[config.mk]
export PLATFORM = sky130hd
export DESIGN_NAME = pipe_hazard_ctrl
export DESIGN_NICKNAME = d
export VERILOG_FILES = /design/src/rtl/pipe_pkg.sv /design/src/rtl/pipe_hazard_ctrl_mdu.sv /design/src/rtl/pipe_hazard_ctrl.sv
export SDC_FILE = /design/constraint.sdc
export NUM_CORES = 1
export LEC_CHECK = 0
export ABC_AREA = 1
export CELL_PAD_IN_SITES_DETAIL_PLACEMENT = 0
export CELL_PAD_IN_SITES_GLOBAL_PLACEMENT = 2
export CORE_UTILIZATION = 26
export CTS_CLUSTER_DIAMETER = 50
export DETAILED_ROUTE_END_ITERATION = 8
export PLACE_DENSITY = 0.89
export SETUP_SLACK_MARGIN = 0.4
export SYNTH_ARGS = -nofsm -noshare
export SYNTH_HDL_FRONTEND = slang
export SYNTH_SLANG_ARGS = --single-unit
[constraint.sdc]
create_clock -name clk -period 4.5 [get_ports clk]
set_input_delay 1.35 -clock clk [delete_from_list [all_inputs] [get_ports clk]]
set_output_delay 1.35 -clock clk [all_outputs]
set_load 0.03 [all_outputs]
[src/rtl/pipe_pkg.sv]
// Shared constants and types for the pipeline hazard / sequencing control.
package pipe_pkg;

  localparam logic [1:0]  TUSE_NONE     = 2'd3;
  localparam logic [31:0] EXC_ENTRY     = 32'h0000_4180;
  localparam int          MULT_CYC_DEF  = 5;
  localparam int          DIV_CYC_DEF   = 10;
  localparam int          CNT_W_DEF     = 4;
  localparam logic [31:0] STALL_CNT_MAX = 32'hFFFF_FFFF;

  typedef enum logic {
    MDU_IDLE = 1'b0,
    MDU_BUSY = 1'b1
  } mdu_state_e;

endpackage

[src/rtl/pipe_hazard_ctrl_mdu.sv]
// Tracks the multi-cycle mult/div unit: start gating, busy countdown, busy flag.
module mdu_busy_tracker
  import pipe_pkg::*;
#(
  parameter int MULT_CYC = MULT_CYC_DEF,
  parameter int DIV_CYC  = DIV_CYC_DEF,
  parameter int CNT_W    = CNT_W_DEF
) (
  input  logic             clk,
  input  logic             reset,
  input  logic             e_md_go,
  input  logic             e_md_div,
  input  logic             req,
  output logic             md_start,
  output logic             md_busy,
  output logic [CNT_W-1:0] md_cnt,
  output logic             md_state_dbg
);

  localparam logic [CNT_W-1:0] MULT_LD = CNT_W'(MULT_CYC);
  localparam logic [CNT_W-1:0] DIV_LD  = CNT_W'(DIV_CYC);
  localparam logic [CNT_W-1:0] ONE     = CNT_W'(1);

  mdu_state_e state;

  // md_start is a one-cycle request with no back-pressure: the MDU always accepts
  // it when idle. A go that arrives while busy is dropped (no reload).
  assign md_start     = e_md_go & ~req;
  assign md_busy      = (md_cnt != '0) | md_start;
  assign md_state_dbg = state;

  always_ff @(posedge clk or posedge reset) begin
    if (reset) begin
      state  <= MDU_IDLE;
      md_cnt <= '0;
    end else begin
      case (state)
        MDU_IDLE: begin
          if (md_start) begin
            md_cnt <= e_md_div ? DIV_LD : MULT_LD;
            state  <= MDU_BUSY;
          end
        end
        MDU_BUSY: begin
          // req deliberately ignored: the issuing instr already committed.
          md_cnt <= md_cnt - ONE;
          if (md_cnt == ONE) state <= MDU_IDLE;
        end
        default: begin
          state  <= MDU_IDLE;
          md_cnt <= '0;
        end
      endcase
    end
  end

endmodule

[src/rtl/pipe_hazard_ctrl.sv]
// D-stage stall / exception flush sequencer for the 5-stage core, with a
// saturating stalled-cycle counter.
module pipe_hazard_ctrl
  import pipe_pkg::*;
#(
  parameter int          MULT_CYC      = MULT_CYC_DEF,
  parameter int          DIV_CYC       = DIV_CYC_DEF,
  parameter int          CNT_W         = CNT_W_DEF,
  parameter logic [31:0] STALL_CNT_RST = 32'd0
) (
  input  logic             clk,
  input  logic             reset,
  input  logic [4:0]       d_rs,
  input  logic [4:0]       d_rt,
  input  logic [1:0]       d_tuse_rs,
  input  logic [1:0]       d_tuse_rt,
  input  logic             d_is_md,
  input  logic [4:0]       e_waddr,
  input  logic [1:0]       e_tnew,
  input  logic [4:0]       m_waddr,
  input  logic [1:0]       m_tnew,
  input  logic             e_md_go,
  input  logic             e_md_div,
  input  logic             m_req,
  output logic             stall,
  output logic             req,
  output logic             pc_we,
  output logic             d_we,
  output logic             md_start,
  output logic             md_busy,
  output logic [31:0]      stall_cnt,
  output logic [CNT_W-1:0] md_cnt_dbg,
  output logic             md_state_dbg
);

  logic h_rs;
  logic h_rt;
  logic stall_raw;

  // A source hazards when a younger-needed operand is still being produced.
  // Register 0 never hazards; TUSE_NONE (3) can never be below any tnew.
  assign h_rs = (d_rs != 5'd0) &
                (((d_rs == e_waddr) & (d_tuse_rs < e_tnew)) |
                 ((d_rs == m_waddr) & (d_tuse_rs < m_tnew)));
  assign h_rt = (d_rt != 5'd0) &
                (((d_rt == e_waddr) & (d_tuse_rt < e_tnew)) |
                 ((d_rt == m_waddr) & (d_tuse_rt < m_tnew)));

  assign req       = m_req;
  assign stall_raw = h_rs | h_rt | (d_is_md & md_busy);
  assign stall     = stall_raw & ~req;
  assign pc_we     = ~stall;
  assign d_we      = ~stall;

  mdu_busy_tracker #(
    .MULT_CYC (MULT_CYC),
    .DIV_CYC  (DIV_CYC),
    .CNT_W    (CNT_W)
  ) u_mdu (
    .clk          (clk),
    .reset        (reset),
    .e_md_go      (e_md_go),
    .e_md_div     (e_md_div),
    .req          (req),
    .md_start     (md_start),
    .md_busy      (md_busy),
    .md_cnt       (md_cnt_dbg),
    .md_state_dbg (md_state_dbg)
  );

  always_ff @(posedge clk or posedge reset) begin
    if (reset) begin
      stall_cnt <= STALL_CNT_RST;
    end else if (stall && (stall_cnt != STALL_CNT_MAX)) begin
      stall_cnt <= stall_cnt + 32'd1;
    end
  end

endmodule

==> COMMIT_EDITMSG, run 1 <==
Store results of the implementation flow

- The run finished, with violations left.
- Failing checks: design-rule violations
* Area of the mapped netlist: 3090 µm²
- The finished design was reported to have a net count of 580.
- Setup slack of the most critical reg-to-reg path: 2.28 ns
- The first global-routing pass estimated 15.2 mm of wire.
- Per the post-synthesis stats, the area per cell is 6.59 µm².
- The root buffer cell chosen for the clock tree is sky130_fd_sc_hd__clkbuf_16.
* Register share of total power: 34.7%
- The vertical die dimension reported for this design is 111 µm.
* Post-route clock period utilization: 88.9%
* Slew at the pin closest to its max-slew limit: 0.719 ns
- Total wire length after detailed routing: 8.97 mm
- For reference, the placement row count at floorplan is 39.
- After synthesis, the cell types taking the most area are sky130_fd_sc_hd__dfrtp_1 30%, sky130_fd_sc_hd__nand2_1 21%, sky130_fd_sc_hd__nand4_1 7.3%, sky130_fd_sc_hd__inv_1 6.1%, sky130_fd_sc_hd__nor2_1 6.1%.
- The count of buffers added on input and output ports is 76.
- After detailed routing, the average wire length per cell comes to 13.2 µm.
* Hold path start: stall_cnt[1]
- Cell internal pwr: 0.000778 W
- Width of the die: 111 µm
* Count of unresolved DRC violations after routing: 10
* Launching element type of the critical path: input port
* Area growth from synthesis to layout: 32.2%
* Chip Area: 12300 µm²
- The timing report notes that buffer and inverter cells on the critical path total 4.
- Largest net degree at the start of global routing: 38
- Setup violations remaining at the end of the flow were counted as 0.
- Flip-flop and latch count after synthesis: 37
* Max frequency: 0.250 GHz
- Most frequent cell after synthesis: sky130_fd_sc_hd__nand2_1
- In the layout the commonest cells are 171 x sky130_fd_sc_hd__nand2_1, 50 x sky130_fd_sc_hd__nor2_1, 46 x sky130_fd_sc_hd__inv_1, 46 x sky130_fd_sc_hd__clkdlybuf4s50_1, 37 x sky130_fd_sc_hd__dfrtp_1.
* Commonest register cell after synthesis: sky130_fd_sc_hd__dfrtp_1
- For this design the ratio of total power to cell area is 306 nW/µm².
- Share of the core filled by cells before placement: 26.8%
* CTS HTree Levels: 2
- Share of total power consumed by net switching: 37.8%
- Crit path max-delay family: simple AND/OR/NAND/NOR gates
- Inserted Clock Buffers: 5
* Post-DP HPWL: 6.85 mm
- Group drawing the most power: combinational cells
- In the final report, the number of hold violations comes to 0.
* Max Buffers Root-to-Sink: 2
- The later pin in the worst-skew pair is clocked with a latency of 0.28 ns.
* GR Util All Layers: 15.1%
- Most common logic cell in the routed design: sky130_fd_sc_hd__nand2_1
- The share of synthesized area in the top cell type comes to 30.0%.
* Hold Path Cell Cnt: 2
* Tally of yosys warning messages: 0
- The clock network consumes a total of 0.000349 W.
- Leakage power total: 2.04 nW
- Detailed placement reports a standard cell area of 3910 µm².
* Sequential cell area fraction in the yosys report: 30.0%
- In the Yosys report the total cell count is 469.
* Setup fix buffers added after clock tree synthesis: 0
- For the sequential group, total power comes out at 0.000434 W.
- Measured against its own limit, the worst slew margin works out to 51.7%.
* First DRT Iteration DRCs: 248
* Worst hold-check path type: reg -> reg
- Top fanout value on the critical path: 3
* Time the final worst path needs with I/O delays and setup: 4.00 ns
- The clock network accounts for 27.9% of the total power.
* Grt total ovfl: 0
- In this run the critical register-to-register path is captured at stall_cnt[22].
- Endpoint with the worst hold slack: stall_cnt[1]
- RSZ-0062 raised after global routing: no
* Max-slew violation count: 0
- Reg-to-reg critical path startpoint: u_mdu.md_cnt[0]
- 0 antenna diodes ended up in the layout.
- Initial antenna violation count: 0
- The floorplan step defined a core boundary enclosing 11500 µm².
- Overall via count from detail_route: 3142
* Post-synthesis chip area from yosys: 3090 µm²
- According to the report, the first pass of detailed routing completed in 6 iterations.
* Number of antenna-violating nets in the routed design: 0
- Max-capacitance violation count: 0
* Setup TNS: 0 ns
- The registers of the reported paths see a clock transition of 0.06 ns.
* Boundary pin count: 77
- The worst setup path is captured at a primary output.
- In this run the power spent charging and discharging nets is 0.000473 W.
- Among all stages on the critical path, the maximum delay recorded is 0.24 ns.
- Total number of warnings across the stage logs: 27
- Crit-path cells: dlygate4sd2_1 > inv_2 > ha_1 > o21ai_1 > nand2_1 > nor2_1 > nand2_1 > nand2_1 > nand2_1 > nand3_4 > nand2_4 > inv_2 > buf_6
- Using the TritonRoute via totals, the vias-per-cell ratio works out to 4.61.
* Fraction of layout instances using a drive strength above 1: 7.61%
- In this run, post-CTS hold repair placed 0 buffers.
- Flip-flops with a built-in enable: 0
- Among all stages on the critical path, the largest delay is contributed by sky130_fd_sc_hd__dlygate4sd2_1.
- Cell type with the largest total area after synthesis: sky130_fd_sc_hd__dfrtp_1
- After routing the design area is 4080 µm².
- Vias in the first global route: 3067
* Final weighted congestion in routability-driven placement: 0.837
* Peak supply drop: 0.000130 V
- Top cell types by occurrence after synthesis: 173 x sky130_fd_sc_hd__nand2_1, 50 x sky130_fd_sc_hd__inv_1, 50 x sky130_fd_sc_hd__nor2_1, 37 x sky130_fd_sc_hd__dfrtp_1, 36 x sky130_fd_sc_hd__nand4_1
- Endpoint arrival time on the critical path: 2.65 ns
* Gate power share: 37.4%
- Fraction of synthesis flops using an asynchronous set or reset pin: 100%
* Synthesized net count: 510
- Cell count after synthesis: 469
- Power attributed to combinational cells is 0.000468 W.
* Required time at the endpoint of the critical path: 3.15 ns
* Critical path class: in -> out
* Number of distinct standard cells referenced by the synthesized netlist: 33
* Quantity of gates resized following cts: 23
- For the worst flop-to-flop path, the logic depth is 9.
- Counting every sink on the clock net gives 37.
- TritonCTS built the clock tree.
- CP most frequent cell: sky130_fd_sc_hd__nand2_1
==> run 1: metrics by stage <==
stage / setup slack (ns) / utilization [%] / hold slack [ns] / power [W] / std cells
2_1_floorplan: 0.416 / - / 0.674 / 0.000732 / 469
3_3_place_gp: 0.179 / 34.0 / 0.506 / 0.000907 / 675
3_5_place_dp: 0.151 / 34.0 / 0.518 / 0.000912 / 675
4_1_cts: 0.403 / 35.1 / 0.532 / 0.00126 / 682
5_1_grt: 0.403 / 35.5 / 0.564 / 0.00133 / 682
6_report: 0.498 / 35.5 / 0.527 / 0.00125 / 682
==> run 1: registers in the layout (all words and copies together), names as in the netlist <==
| signal | count |
|---|---|
| stall_cnt | 32 |
| u_mdu.md_state_dbg | 1 |
| u_mdu.md_cnt | 4 |
==> run 1: final cells by class <==
class | instances | area, µm²
Tap cell | 143 | 179
Timing Repair Buffer | 79 | 774
Inverter | 53 | 199
Fill cell | 1259 | 7430
Clock buffer | 7 | 143
Multi-Input combinational cell | 363 | 1860
Sequential cell | 37 | 926
==> run 1: cell families after synthesis <==
family | after synthesis | synth area share, %
buf+inv | 69 | 10.8
xor+xnor | 26 | 7.37
simple gates | 316 | 46.3
compound gates | 14 | 2.71
fa+ha+maj | 7 | 2.84
flops | 37 | 30.0
==> run 1: how the worst max path moves through the flow <==
stage,start,to,slack [ns],cells past startpoint
after floorplan,e_tnew[1],pc_we,0.42,12
after global placement,e_tnew[1],stall,0.18,12
after detailed placement,e_tnew[1],stall,0.15,12
after CTS,e_waddr[3],stall,0.40,14
after global routing,d_tuse_rt[1],stall,0.40,12
final,m_tnew[1],stall,0.50,13
==> run 1: per-layer routing <==
layer  up-vias  GRT usage [%]  wire [µm]
met4         0           4.47        104
met1      1447           19.6       4180
met2        57           25.9       4420
met5         -              0          0
li1       1631              -          -
met3         7           1.97        265
Figure 1. Clock distribution (run 1).
Scale bar: 20 µm.
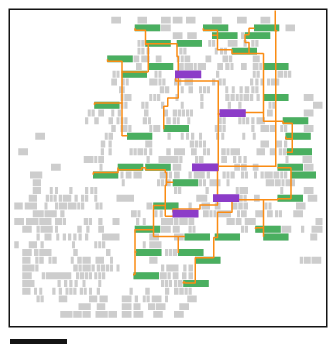
flip-flops -> green  # count 37
cells driving clock nets -> purple  # count 5
clock wires -> orange  # length 604 µm
routed clock nets = 6

Figure 2. Power grid (run 1).
Pins as bars on the die edge. Tap cells in gray.
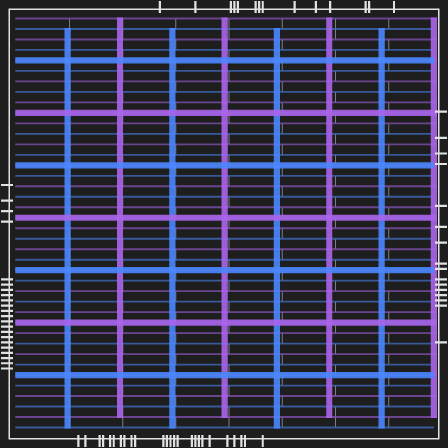
VSS -> blue
VDD -> purple
tap cells = 143
met4 straps = 8
rows = 39
met5 straps = 7
met1 rails = 40

Figure 3. Clock wiring as the flow saved it (run 1).
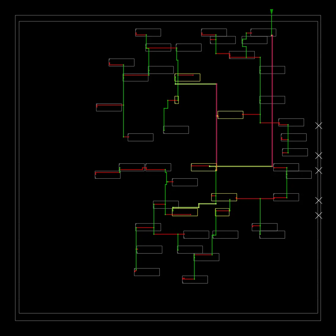
setup skew after layout: 0.00595 ns
clock buffer count: 7

==> inputs of run 2 (changes only) <==
- CORE_UTILIZATION: 26 -> 29
- PLACE_DENSITY: 0.89 -> 0.95
- clock period: 4.5 -> 4.97 ns (I/O delays scaled with it)
Figure 4. Placement by cell class (run 2).
Scale bar: 20 µm.
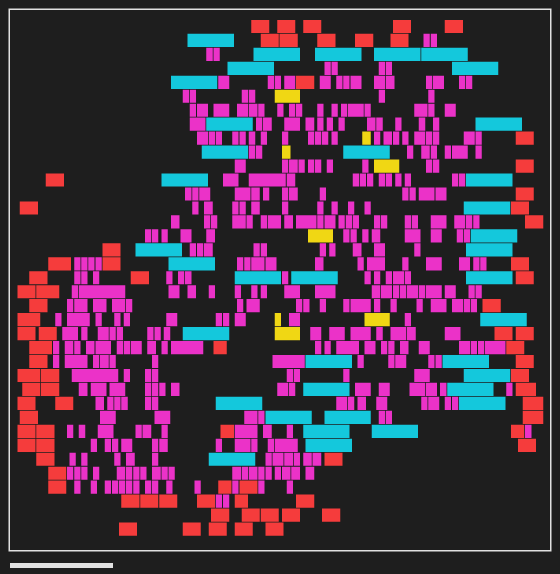
other buffers and delay cells -> red  # cells 79, share of their area 20%
flip-flops -> cyan  # cells 37, share of their area 24%
all other logic -> magenta  # cells 416, share of their area 54%
clock drivers and dummy loads -> yellow  # cells 8, share of their area 2.1%

Figure 5. Power grid (run 2).
Pins as bars on the die edge. Tap cells in gray.
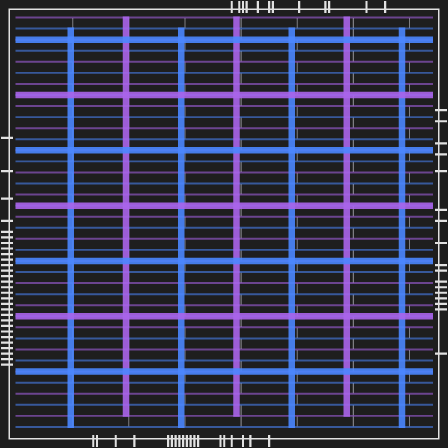
VSS -> blue
VDD -> purple
tap cells = 136
met1 rails = 38
met4 straps = 7
rows = 37

==> run 2 against run 1 <==
  * The flow now finishes without violations
  * Via count increased by 2.0%
  * Sequential share of layout area grew 0.16 points
  * Count of clock-buffer cells in the layout fell by 1
  * Final cell count fell by 0.88%
  * Register-to-register slack better by 0.46 ns
  * Flip-flop count is the same
  * Clock power is 39% lower
  * Total power fell by 17%
  * First-iteration DRC count decreased by 33%
  * Non-clock buffer count unchanged
  * Critical endpoint unchanged
  * Largest cell class unchanged
  * Highest routed layer unchanged
==> COMMIT_EDITMSG, run 2 <==
Store results of the implementation flow

- Required time at the endpoint of the critical path: 3.48 ns
* Register share of total power: 38.1%
* Post-Route Hold Slack: 0.531 ns
- The number of global-route vias before repair is 3008.
* Flip-flop and latch count after synthesis: 37
- The worst-case IR drop observed on VDD is 0.000110 V.
- Initial antenna violation count: 0
- Worst-Skew Late Latency: 0.30 ns
- After floorplanning, the die was sized to cover 11100 µm².
* Register name with the most flops: stall_cnt
* Slew HR: 64.2%
- The startpoint identified for the worst register-to-register timing path is stall_cnt[0].
- Mux cell area share after synthesis: 0%
- Pin placement for this block handled 77 I/O pins.
- The initialized floorplan defines 37 standard-cell rows.
* Vertical die dimension: 105 µm
- Summed over all layers, the routed wires come to 8.60 mm.
- Endpoint with the worst hold slack: stall_cnt[30]
- Simple logic cell fraction of the synthesized area: 46.3%
- The critical path ends at stall.
* Time the final worst path needs with I/O delays and setup: 4.44 ns
- In the final report, the number of hold violations comes to 0.
- Element type at the critical path end: primary output
* Dominant cells by area after synthesis: sky130_fd_sc_hd__dfrtp_1 30%, sky130_fd_sc_hd__nand2_1 21%, sky130_fd_sc_hd__nand4_1 7.3%, sky130_fd_sc_hd__inv_1 6.1%, sky130_fd_sc_hd__nor2_1 6.1%
- Gate power share: 41.3%
- Commonest cells after routing, fill and taps aside: 170 x sky130_fd_sc_hd__nand2_1, 66 x sky130_fd_sc_hd__clkdlybuf4s50_1, 48 x sky130_fd_sc_hd__nor2_1
- N_diodes: 0
* Post-DP HPWL: 6.59 mm
- Post-synth the commonest register cell is sky130_fd_sc_hd__dfrtp_1.
- OpenROAD reports that the post-layout worst path occupies 89.3% of the period.
- STA lists the startpoint of the worst hold path as stall_cnt[30].
- In this run switching power makes up 41.0% of total power.
- In the floorplan report the effective utilization is 29.9%.
- The total overflow left after global routing is 0.
- Group drawing the most power: combinational cells
- Counting every sink on the clock net gives 37.
* Seq. pwr: 0.000395 W
* Cell at the root of the clock tree: sky130_fd_sc_hd__clkbuf_8
- Overall via count from detail_route: 3206
* Fraction of layout instances using a drive strength above 1: 8.15%
- STA classifies the critical path startpoint as an input port.
* Top fanout value on the critical path: 3
- Prevailing logic family in the synthesized netlist: simple AND/OR/NAND/NOR gates
- Max Buffers Root-to-Sink: 2
- The critical path in this run is classified as in -> out.
- The routed design shows a wire length per standard cell of 12.7 µm.
* Width of the die: 105 µm
* Endpoint arrival time on the critical path: 2.95 ns
- Fill cell count: 1087
- Final weighted congestion in routability-driven placement: 0.873
- Number of flip-flops under the largest register name: 32
- Area share of the largest cell type after synthesis: 30.0%
- CTS HTree Levels: 2
- Ratio of total power to cell area: 255 nW/µm²
- Inserted Clock Buffers: 5
- For this run, the post-layout net count is 580.
* Cell internal pwr: 0.000611 W
* Total clock network power: 0.000212 W
- Max-slew violation count: 0
- The tool flagged a number of max-cap violations equal to 0.
- Xor/xnor cell area share of the yosys netlist: 7.37%
* Leakage power total: 1.97 nW
- Most frequent cell after synthesis: sky130_fd_sc_hd__nand2_1
* Area growth from synthesis to layout: 31.3%
* Setup TNS: 0 ns
* Slew at the pin closest to its max-slew limit: 0.532 ns
- Clock share of power: 20.5%
* Number of port buffers: 76
* Switching power: 0.000425 W
- GR Util All Layers: 16.3%
- The routed design shows a via density per instance of 4.74.
- Crit path from: d_rs[1]
- Most common logic cell in the routed design: sky130_fd_sc_hd__nand2_1
* Cell type with the largest total area after synthesis: sky130_fd_sc_hd__dfrtp_1
- Endpoints with negative setup slack in the final report add up to 0.
- Status: finished, final reports clean
- Reg2Reg Depth: 9
- Number of antenna-violating nets in the routed design: 0
- Per the Yosys statistics, synthesis produced 469 cells.
- For this run, the top clock speed supported by timing is 0.225 GHz.
- In this run, synthesis inferred 0 flip-flops with an integrated enable.
- Setup skew after layout: 0.00938 ns
- Post-synthesis chip area from yosys: 3090 µm²
* CTS tree: yes
- The first global-routing pass estimated 14.6 mm of wire.
- Counting instances, the worst hold path has a depth of 2.
- Entering global routing, the biggest net connects 39 pins.
- First-pass iteration count of the detailed router: 4
* Sequential cell area fraction in the yosys report: 30.0%
- Avg Inst Size Synth: 6.59 µm²
* Placeable core area: 10300 µm²
* Number of distinct standard cells referenced by the synthesized netlist: 33
- The synthesis log from Yosys contains 0 warnings.
- The worst register-to-register path ends at stall_cnt[3].
- Per the synthesis report, the AND-OR/OR-AND share of the synthesized area is 2.71%.
- Area of the mapped netlist: 3090 µm²
* Setup fix buffers added after clock tree synthesis: 0
- The number of nets handed over by synthesis was 510.
- The number of warnings reported in the stage logs is 28.
- Top cell types by occurrence after synthesis: 173 x sky130_fd_sc_hd__nand2_1, 50 x sky130_fd_sc_hd__inv_1, 50 x sky130_fd_sc_hd__nor2_1, 37 x sky130_fd_sc_hd__dfrtp_1, 36 x sky130_fd_sc_hd__nand4_1
- Power dissipated in combinational cells: 0.000428 W
* Setup slack of the most critical reg-to-reg path: 2.74 ns
- Clock-pin slew was measured on the worst setup and hold paths at 0.08 ns.
- In the synthesized netlist the async set-or-reset flop fraction comes to 100%.
* Cell count after synthesis: 469
- RSZ-0062 raised after global routing: no
* Number of buffers inserted for hold repair after clock tree synthesis: 0
- First DRT Iteration DRCs: 166
* Worst hold-check path type: reg -> reg
* Arithmetic-cell share of the synthesized area counting full adders, half adders and majority gates: 2.84%
- Count of unresolved DRC violations after routing: 0
==> run 2: timing repair <==
item | 4_1_cts | 5_1_grt
pin swaps | 1 | 10
setup endpoints to repair | 3 | 3
resized | 4 | 21
==> run 2: layout make-up <==
cell class	count	area (µm²)	share of cell area, %
flip-flops and latches	37	926	22.8
multi-input cells	363	1880	46.4
clock inverters	2	10.0	0.247
repair buffers	79	795	19.6
clock buffers	6	72.6	1.79
well taps	136	170	4.20
inverters	53	199	4.91
==> run 2: through the flow <==
stage	total power, W	worst slack (ns)	area [µm²]	instances	utilization (%)
after floorplan	0.000661	0.418	3090	469	-
after global placement	0.000817	0.348	3890	668	37.7
after detailed placement	0.000824	0.325	3890	668	37.7
after CTS	0.00104	0.394	3980	676	38.6
after global routing	0.00110	0.412	4060	676	39.3
final	0.00104	0.530	4060	676	39.3
==> run 2: worst max-delay path: stages <==
cell and delay, ns:
sky130_fd_sc_hd__clkdlybuf4s50_1 0.50, sky130_fd_sc_hd__inv_1 0.08, sky130_fd_sc_hd__nand2_1 0.07, sky130_fd_sc_hd__nand3_1 0.07, sky130_fd_sc_hd__nor2_1 0.14, sky130_fd_sc_hd__nand3_1 0.09
sky130_fd_sc_hd__nand2_1 0.08, sky130_fd_sc_hd__nand2_2 0.07, sky130_fd_sc_hd__nand3_4 0.11, sky130_fd_sc_hd__nand2_4 0.07, sky130_fd_sc_hd__inv_2 0.07, sky130_fd_sc_hd__buf_6 0.12
==> run 2: routing by layer <==
metal / vias up / wire length [µm] / GRT usage [%] / share of wire (%)
met1: 1479 / 4070 / 22.2 / 47
met2: 83 / 4040 / 26.4 / 47
met4: 0 / 131 / 4.43 / 1.5
met5: - / 0 / 0 / 0
li1: 1633 / - / - / -
met3: 11 / 360 / 2.78 / 4.2
Power figures rest on the tool's default switching activity, not on a simulated workload.
